### The metal 1 layer

Bar = 20 um. Supply wires on this layer in gray.
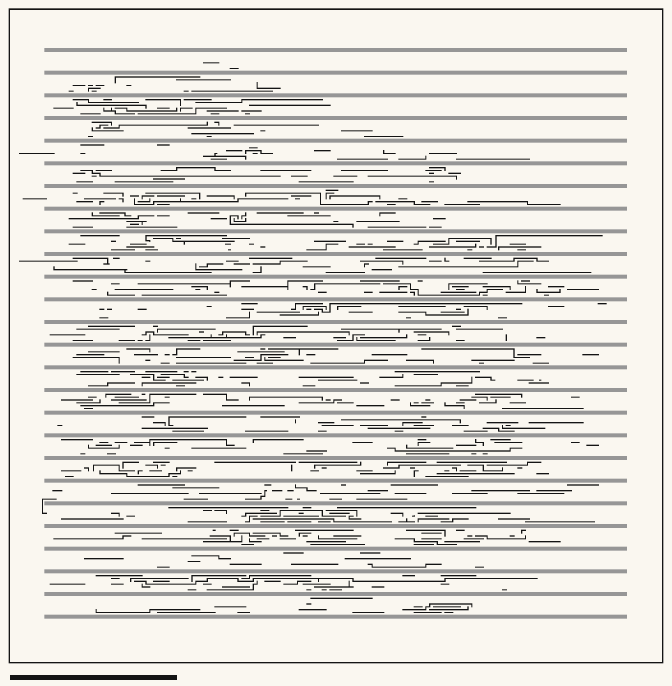
### The metal 2 layer

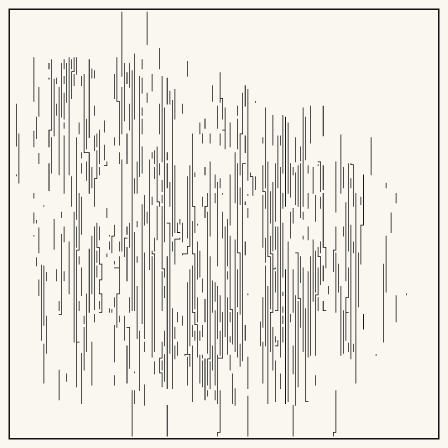
### Met3 routing

Bar = 20 um.
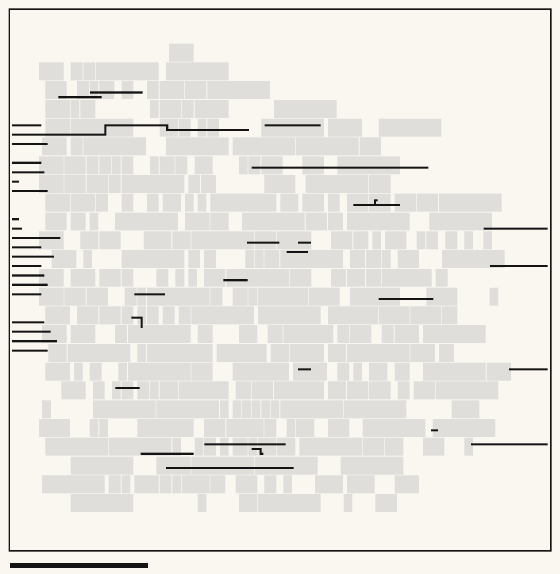
### Clock nets

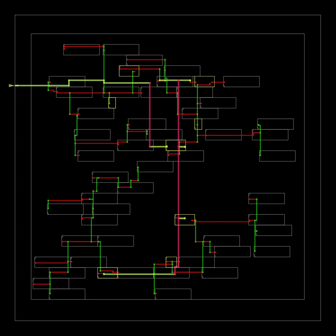
Design wsum_seq, sky130hd; sources not shown.
==> flow_summary_export.csv <==
group,metric,value,unit
status,status,"completed",
sta,hold_ws,0.485,ns
final_layout,fin_cells,352,
grt,grt_antenna_before_repair,0,
synthesis,ys_warn_count,0,
setup_path,setup.worst_path.start_class,"register",
final_layout,syn2layout_area_growth,22.6,%
route,drt-vias-per-instance,5.48,
final_layout,finalInstanceArea,0.00315,mm2
cts,max-clock-path-buffers,2,
cts,cts.sinks,49,
sta,final_period_minus_worst_setup_slack,2.66,ns
place,dp.cells,337,
grt,grt_first_pass_wirelength,9270,um
sta,setup_viol_count_final,0,
die,area_of_the_core_region,0.00475,mm2
synthesis,syn_avg_cell_area,10.4,um2
synthesis,dominant_cell_area_share,47.8,%
place,routabilityCongestion,0.854,
cts,cts-htree-levels,2,
synthesis,post_synth_num_cell_types,32,
job,stage_log_warnings,29,
final_layout,layout-drive-gt1-share,16.8,%
pwr,power_density,1070,mW/mm2
sta,slew_headroom,18.5,%
synthesis,synth-simple-area-share,14.8,%
hold_path,hold_path_depth,2,
setup_path,rrSetupSlack,0.04,ns
synthesis,yosysCellCount,246,
cts,clk_pin_slew,0.09,ns
setup_path,crit_path_end_kind,"register",
synthesis,synth-xor-area-share,2.39,%
die,floorplan.initialDensity,54.0,%
grt,grt_pass1_vias,1934,
pwr,vdd_drop_max,0.715,mV
grt,grt_start_max_net_pins,36,
pwr,post-layout-total-power,3.37,mW
die,top_level_ports,32,
place,io_buffers,31,
final_layout,layout_top_cell,"sky130_fd_sc_hd__dfrtp_1",
grt,grt.overflow.total,0,
synthesis,synth_cells,246,
final_layout,fillCellCount,380,
sta,min_period_over_period,98.4,%
sta,max_clock_freq,376,MHz
place,pre_cts_slack,-0.0455,ns
cts,postCtsHoldBufs,0,
die,total_number_of_placement_rows,25,
route,detail_route.wl_per_cell,15.8,um
final_layout,final_cell_mix,"47 x sky130_fd_sc_hd__dfrtp_1, 30 x sky130_fd_sc_hd__nand2_1, 25 x sky130_fd_sc_hd__o21ai_0",
final_layout,num-nets-final,321,
final_layout,flop_area,0.00123,mm2
die,die_width,78.3,um
final_layout,num_antenna_cells,0,
final_layout,multiInputGateArea,0.00133,mm2
job,max_cap_violations,0,
setup_path,largest_driver_fanout_on_the_critical_path,6,
setup_path,critical_path_class,"register to register",
cts,cts_tree,"yes",
pwr,p_leak,1.48,nW
hold_path,holdCritPathClass,"register to register",
setup_path,crit_arrival,2.85,ns
die,die_y,78.3,um
synthesis,ys_seq_share,47.8,%
synthesis,fa_ha_area_share,10.9,%
sta,final_hold_violations,0,
setup_path,critical_path_required,2.89,ns
synthesis,top_area_cell,"sky130_fd_sc_hd__dfrtp_1",
sta,final-max-slew-violation-count,0,
place,dp.final_hpwl,3930,um
route,initial_drc_count,84,
sta,slew_worst_pin,1.22,ns
Notes on 'The metal 1 layer' above:
The layer holds 41% of the routed length. 283 nets have wire on it.
via count: 1930
M1 GR Usage: 24.2%
routed wire length: 5570 um

Notes on 'The metal 2 layer' above:
The layer holds 52% of the routed length. The layer carries 2900 um of wire.
met2 usage in global routing: 33.6%

Notes on 'Met3 routing' above:
The layer carries 273 um of wire. The layer holds 4.9% of the routed length. The longest straight run is 25.3 um.
global-route met3 utilization: 4.24%

Notes on 'Clock nets' above:
Power Clock: 0.421 mW
number of buffers created by CTS: 5
Max Clock Skew: 0.00500 ns
clk_buf instances: 5

cell families after synthesis:
family | count (synthesis)
xor+xnor | 7
mux | 5
fa+ha+maj | 17
flops | 49
simple gates | 69
compound gates | 74
buf+inv | 25
cells in the mapped netlist (all sizes together):
library cell / number
a22o: 15
a211oi: 1
o21ai: 29
or3: 1
a21oi: 18
dfrtp: 49
a41o: 1
o21a: 2
nor2: 4
nand2b: 2
o21bai: 1
o31a: 1
xnor2: 5
nand2: 32
a21o: 1
buf: 3
nor2b: 5
a32o: 3
and2: 13
ha: 8
o31ai: 1
and3b: 12
o211ai: 1
clkbuf: 12
xor2: 2
fa: 9
mux2i: 1
mux2: 4
inv: 10
power breakdown:
part / internal (mW) / switching (mW) / total, mW
Clock: 0.179 / 0.242 / 0.421
Sequential: 1.02 / 0.233 / 1.25
Combinational: 0.699 / 1.00 / 1.70
Total: 1.89 / 1.47 / 3.37
routing by layer:
layer  global-route usage (%)  share of wire, %  vias up
li1                         -                 -      930
met1                     24.2                41      935
met2                     33.6                52       57
met3                     4.24               4.9        8
met4                     6.47               1.5        0
met5                        0                 0        -
worst max-delay path, stage by stage, from the launching register on:
cell,delay (ns)
sky130_fd_sc_hd__dfrtp_2,0.42
sky130_fd_sc_hd__nand2_2,0.07
sky130_fd_sc_hd__fa_1,0.50
sky130_fd_sc_hd__inv_1,0.04
sky130_fd_sc_hd__ha_2,0.17
sky130_fd_sc_hd__inv_2,0.05
sky130_fd_sc_hd__fa_2,0.22
sky130_fd_sc_hd__nor2b_4,0.05
sky130_fd_sc_hd__o31a_1,0.26
sky130_fd_sc_hd__o21a_1,0.19
sky130_fd_sc_hd__or3_1,0.33
sky130_fd_sc_hd__a32o_1,0.23
area by class of cell:
cell class / instances / area share [%]
multi-input cells: 172 / 42.2
flip-flops and latches: 49 / 39.1
repair buffers: 46 / 12.1
well taps: 67 / 2.67
clock buffers: 5 / 2.19
inverters: 10 / 1.19
clock inverters: 3 / 0.557
repair_timing:
item / in CTS / in global routing
endpoints found under the hold margin: 0 / 0
gates resized: 17 / 7
pin swaps: 11 / 9
buffers inserted: 4 / 3
endpoints found under the setup margin: 11 / 15
No activity file was given, so power comes from the tool's default toggle rates.
